**Metal 4**

(1 px per um)
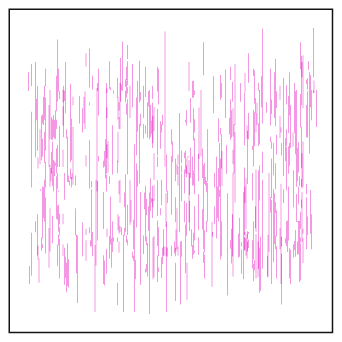
**Routed metal, one colour a layer**

(1 px per um) Only two layers are drawn.
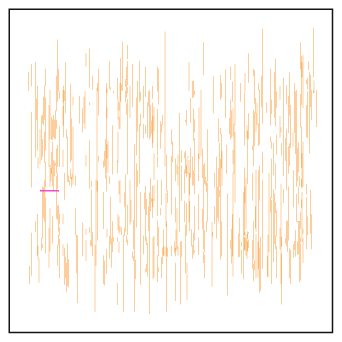
File: src/rtl/regfile_pkg.sv
// Shared widths and types for the write-back register file and its pending-write scoreboard.
package regfile_pkg;
  localparam int DW    = 32;
  localparam int AW    = 5;
  localparam int CNT_W = 2;
  localparam int NREGS = 1 << AW;

  typedef logic [AW-1:0] reg_idx_t;
  typedef logic [DW-1:0] word_t;

  localparam reg_idx_t          REG_ZERO = '0;
  localparam logic [CNT_W-1:0]  CNT_MAX  = '1;
endpackage

File: src/rtl/sb_counter.sv
// One saturating up/down counter tracking writes in flight to a single register.
module sb_counter
  import regfile_pkg::*;
(
  input  logic             clk,
  input  logic             rst_n,
  input  logic             inc,
  input  logic             dec,
  output logic [CNT_W-1:0] cnt,
  output logic             ovf,
  output logic             unf
);

  // Simultaneous inc and dec cancel, so they never flag an error.
  assign ovf = inc & ~dec & (cnt == CNT_MAX);
  assign unf = dec & ~inc & (cnt == '0);

  always_ff @(posedge clk or negedge rst_n) begin
    if (!rst_n) begin
      cnt <= '0;
    end else if (inc && !dec && !ovf) begin
      cnt <= cnt + 1'b1;
    end else if (dec && !inc && !unf) begin
      cnt <= cnt - 1'b1;
    end
  end

endmodule

File: src/rtl/wb_regfile_sb.sv
// Write-back register file with per-register pending-write scoreboard and ID stall.
// Define WB_BYPASS_EN for write-first bypass of the retiring write into ID reads.
module wb_regfile_sb
  import regfile_pkg::*;
(
  input  logic     clk,
  input  logic     rst_n,
  input  logic     wb_memtoreg,
  input  logic     wb_regwrite,
  input  word_t    wb_dm_rdata,
  input  word_t    wb_alu_result,
  input  reg_idx_t wb_waddr,
  input  reg_idx_t id_rs,
  input  reg_idx_t id_rt,
  output word_t    id_rdata1,
  output word_t    id_rdata2,
  input  logic     id_issue,
  input  logic     id_dest_we,
  input  reg_idx_t id_dest,
  output logic     stall,
  output logic     sb_err
);

  word_t                         regFile [NREGS];
  word_t                         wdata;
  logic                          wbWe;
  logic                          issueOk;
  logic [NREGS-1:1]              incVec, decVec, ovfVec, unfVec;
  logic [NREGS-1:0]              busyVec;
  logic [NREGS-1:1][CNT_W-1:0]   cnt;

  assign wdata = wb_memtoreg ? wb_dm_rdata : wb_alu_result;
  assign wbWe  = wb_regwrite & (wb_waddr != REG_ZERO);

  // id_issue is the valid and ~stall the ready: an instruction enters EX
  // (and claims its destination) only on a cycle where both are high.
  assign issueOk = id_issue & ~stall & id_dest_we;

  assign busyVec[0] = 1'b0;

  for (genvar g = 1; g < NREGS; g++) begin : g_sb
    assign incVec[g] = issueOk & (id_dest == reg_idx_t'(g));
    assign decVec[g] = wb_regwrite & (wb_waddr == reg_idx_t'(g));

    sb_counter u_cnt (
      .clk   (clk),
      .rst_n (rst_n),
      .inc   (incVec[g]),
      .dec   (decVec[g]),
      .cnt   (cnt[g]),
      .ovf   (ovfVec[g]),
      .unf   (unfVec[g])
    );

`ifdef WB_BYPASS_EN
    // The write retiring this cycle is already visible through the bypass.
    assign busyVec[g] = (cnt[g] - CNT_W'(decVec[g])) != '0;
`else
    assign busyVec[g] = cnt[g] != '0;
`endif
  end

  assign stall = busyVec[id_rs] | busyVec[id_rt];

  always_ff @(posedge clk or negedge rst_n) begin
    if (!rst_n) begin
      for (int i = 0; i < NREGS; i++) regFile[i] <= '0;
    end else if (wbWe) begin
      regFile[wb_waddr] <= wdata;
    end
  end

  always_comb begin
    id_rdata1 = regFile[id_rs];
    id_rdata2 = regFile[id_rt];
`ifdef WB_BYPASS_EN
    if (wbWe && (wb_waddr == id_rs)) id_rdata1 = wdata;
    if (wbWe && (wb_waddr == id_rt)) id_rdata2 = wdata;
`endif
    if (id_rs == REG_ZERO) id_rdata1 = '0;
    if (id_rt == REG_ZERO) id_rdata2 = '0;
  end

  always_ff @(posedge clk or negedge rst_n) begin
    if (!rst_n) begin
      sb_err <= 1'b0;
    end else if ((|ovfVec) || (|unfVec)) begin
      sb_err <= 1'b1;
    end
  end

endmodule

File: config.mk
export PLATFORM = sky130hd
export DESIGN_NAME = wb_regfile_sb
export DESIGN_NICKNAME = d
export VERILOG_FILES = /design/src/rtl/regfile_pkg.sv /design/src/rtl/sb_counter.sv /design/src/rtl/wb_regfile_sb.sv
export SDC_FILE = /design/constraint.sdc
export NUM_CORES = 2
export LEC_CHECK = 0
export CORE_MARGIN = 10
export CORE_UTILIZATION = 63
export CTS_CLUSTER_DIAMETER = 100
export DETAILED_ROUTE_END_ITERATION = 8
export PLACE_DENSITY = 0.81
export SLEW_MARGIN = 10
export SYNTH_ARGS = -nofsm -noshare
export SYNTH_HDL_FRONTEND = slang
export SYNTH_SLANG_ARGS = --single-unit
export TNS_END_PERCENT = 20
File: constraint.sdc
create_clock -name clk -period 4.89 [get_ports clk]
set_input_delay 0.978 -clock clk [delete_from_list [all_inputs] [get_ports clk]]
set_output_delay 0.978 -clock clk [all_outputs]
set_load 0.01 [all_outputs]
==> impl.org <==
#+TITLE: Physical design notes

** Setup path
- Maximum fanout count along the critical path :: 19
- Arrival time worst endpoint :: roughly 3.8 ns
- For reference, the critical path is launched at id_rt[3].
- Per STA, the highest per-stage delay on the worst path measures 0.71 ns.
- Slowest cell on the critical path :: clkdlybuf4s50_1
- Bufs and invs on worst path :: 4
- STA reports a reg2reg setup slack of 1.10 ns.
- STA classifies the critical path endpoint as an output pin.
- In this run the number of cells on the critical path is 7.
- Crit path DRT :: 3.91 ns
- By instance count, the cell type seen most on the critical path is clkdlybuf4s50_1.
- Reg-to-reg endpoint :: sb_err
- Counting cells, the worst reg-to-reg path comes to 10.
- The critical path ends at id_rdata2[8].
- CP cell instances :: clkdlybuf4s50_1, inv_6, buf_12, mux4_2, nand2_1, a21oi_1, clkdlybuf4s50_1
- STA classifies the critical path startpoint as an input pin.
- The launch point of the worst register-to-register path is recorded as g_sb[16].u_cnt.cnt[0].
- Top cell family by delay on the critical path :: buffers and inverters
- Class of the most critical setup path :: in -> out

** Layout
- Largest area class, layout :: logic gates
- Non-clock buffer total of the final layout :: 388
- Number of fill cells in the layout :: 5612
- The clock buffers instantiated in the layout total 154.
- Area occupied by registers :: 27200 um2
- Non-clock buffer share :: under 10%
- The fraction of cell area in multi-input combinational cells is reported as 43.51%.
- The final antenna diode tally reported by the flow is 4.
- Measured on the final layout, the clock distribution area share stands at 5.961%.
- Registers represent a cell area share of 41.86%.
- Measured on the finished design, the core utilization comes to 72.09%.
- roughly 3400 cells are multi-input combinational gates.
- Leaving out the clock tree, the finished layout contains an inverter count of 35.
- Comb area :: 28280 um2
- Layout cells sized above 1 :: 22.87%
- Sequential cell count :: 1087
- Compared with the post-synthesis result, the final layout area differs by 13.24%.
- According to the finish report, the design has a final net count of 5127.
- By instance count after routing, the leading logic cell type is dfrtp_1.
- By instance count after routing, the leading logic cell types are 1087 x dfrtp_1, 833 x nor2_1, 794 x a21oi_1, 650 x mux4_2, 382 x nand2_1.
- The finished cells cover 64980 um2.

** Outcome
- Run status :: completed

** Synthesis
- The Yosys step of the flow raised 0 warnings.
- Post-synthesis cell type count :: about 70
- The most used flip-flop cell after synthesis is dfrtp_1.
- In the post-synthesis netlist, the biggest area contributors are dfrtp_1 47%, mux4_2 26%, a21oi_1 6.9%.
- Total nets after synthesis :: 5186
- Synth top area share :: 47.40%
- Chip area from the yosys synthesis statistics :: roughly 57000 um2
- Cell with the most instances after synthesis :: dfrtp_1
- Per the Yosys statistics, synthesis produced 5096 cells.
- Per the post-synthesis stats, the area per cell is ~11 um2.
- In this run, synthesis produced a sequential element count of 1087.
- The synthesis run shows the most used standard cells to be 1087 x dfrtp_1, 848 x nor2_1, 796 x a21oi_1.
- Syn Std Cell Area :: 57390 um2
- Sequential elements use 47.40% of the synthesized area.
- Asr flop ratio synth :: 100.0%
- The synthesized netlist handed to floorplanning was reported with a cell count of between 5000 and 6000.
- Most area-hungry cell type in the Yosys netlist :: dfrtp_1
- Post-synth tally of flip-flops with integrated enable :: 0

** Route
- In the routed design, unresolved DRC markers number 0.
- Routed metal-1 wirelength :: between 60000 and 70000 um
- Per the detail_route log, the uppermost layer with routed signals is met5.
- Number of nets with antenna violations after detailed routing :: 0
- Wire segments on met2 add up to ~87000 um in the final route.
- Per the log, the first TritonRoute iteration ended with a DRC count of roughly 7500.
- Number of iterations in the first detailed-routing pass :: 6
- Per-cell via count in the routed design :: 7.519
- Per the detail_route log, met3 wirelength is approximately 30000 um.

** CTS
- Clock tree from TritonCTS :: done
- After clock tree synthesis, the flow added hold-fix buffers numbering 0.
- Per the CTS log, the maximum H-tree level is 3.
- Looking at the clock tree report, the root buffer type is clkbuf_16.
- Number of buffers on the longest clock path :: 3
- Clock Sink Count :: 1087
- Post-CTS Setup Inserts :: 0
- Reg clk slew, reported paths :: about 0.070 ns
- Worst-Skew Late Latency :: 0.72 ns
- Num CTS Buffers :: 110
- Gates resized during post-CTS repair numbered 1.

** Placement
- Detailed placement HPWL :: 113900 um
- Number of buffers inserted by port buffering :: around 160
- Once placement finished, the instance area stood at about 60000 um2.
- The congestion estimate from routability-driven global placement came to just under 1.

** Power
- Switching fraction of total power :: 31.23%
- Clock group share of total power :: 31.0%
- In this run, flip-flops and latches consume 44.2% of the power.
- Switching power total :: slightly above 0.009 W
- The flow reports that combinational logic draws approximately 25% of the design power.
- Sequential cells consume a total of 0.0129 W.
- Final Power :: between 0.02 and 0.03 W
- Cell Int Power :: 0.02002 W
- The power report lists the combinational group at a little over 0.007 W.
- Power in the clock group :: 0.00901 W
- Static Leak :: ~27 nW
- For this design the ratio of total power to cell area is 448.0 nW/um2.
- Group drawing the most power :: sequential cells
- Per the power-grid run, VDD falls by no more than approximately 390 uV.

** Global routing
- Met2 Resource Use GR :: about 56%
- Pin count of the biggest net entering global routing :: 125
- The first global-routing pass estimated roughly 290000 um of wire.
- Met1 track utilization from global routing :: 46.94%
- In the global route stage, met3 resource usage came out at between 10% and 20%.
- The number of global-route vias before repair was 48390.
- Recorded from the global router log, the overflow total was 0.
- Most used routing layer in global routing :: met2
- The initial antenna violation count is 3.

** Floorplanning
- The die covers 103600 um2.
- Top-level I/O count :: 156
- Horizontal die dimension :: 321.8 um
- The floorplan step records an initial core utilization of 63.66%.
- Std-Cell Rows :: 110
- Vertical die dimension :: 321.8 um
- The core region is 90150 um2.
- The flow inserted 1176 tap cells.

** STA
- Maximum achievable frequency :: between 200 and 250 MHz
- After layout, the setup clock skew is reported as 0.01713 ns.
- Count of endpoints failing hold in the final timing report :: 0
- RSZ-0062 raised after global routing :: false
- Share of the cycle needed by the critical path after routing :: 97.61%
- The slew check shows that the tightest pin keeps a relative margin of between 15 and 20%.
- Final setup viols :: 0
- For the pin with the worst max-slew slack, the measured transition is 1.261 ns.
- After layout, the minimum clock period comes to 4.773 ns.
- Setup total negative slack on the finished layout was measured at 0 ns.
- Counting pins that exceed their max-slew limit in the final report gives 0.

** Hold path
- The min-delay analysis places its worst path in the category in -> async.

** Flow run
- In this run the tools logged warnings totalling 39.
- The tool flagged a number of max-cap violations equal to 0.
About 'metal 4':
- share of all routed wire: 7.6%
- main direction: vertical
- wire length on this layer: 14900 um
- longest straight run: 167 um

About 'routed metal, one colour a layer':
- magenta: metal 5 (wire length 17.5 um)
- orange: metal 4 (wire length 14900 um)
detailed-route via count: 47440
average wire per standard cell: 30.96 um
total global-route track usage: 37.65%
Detailed Route WL: 195300 um

## logic make-up after synthesis
logic type,Yosys count,share of synthesized area [%]
xor+xnor,3,0.04579
compound gates,1247,11.53
mux,716,26.66
buf+inv,594,3.935
flops,1087,47.40
simple gates,1449,10.43
## flip-flops by register name, summed over array words and instances (netlist names)
signal          flops
g_sb.u_cnt.cnt     62
regFile          1024
sb_err              1
## per-stage QoR
| step | hold slack, ns | setup WS (ns) | std cells |
|---|---|---|---|
| after floorplan | 0.4413 | 0.3967 | 5096 |
| after global placement | 0.3767 | 0.05534 | 6101 |
| after detailed placement | 0.3836 | 0.02778 | 6101 |
| after CTS | 0.3689 | 0.09820 | 6305 |
| after global routing | 0.3816 | 0.08271 | 6305 |
| final | 0.3220 | 0.1168 | 6309 |
No activity file was given, so power comes from the tool's default toggle rates.
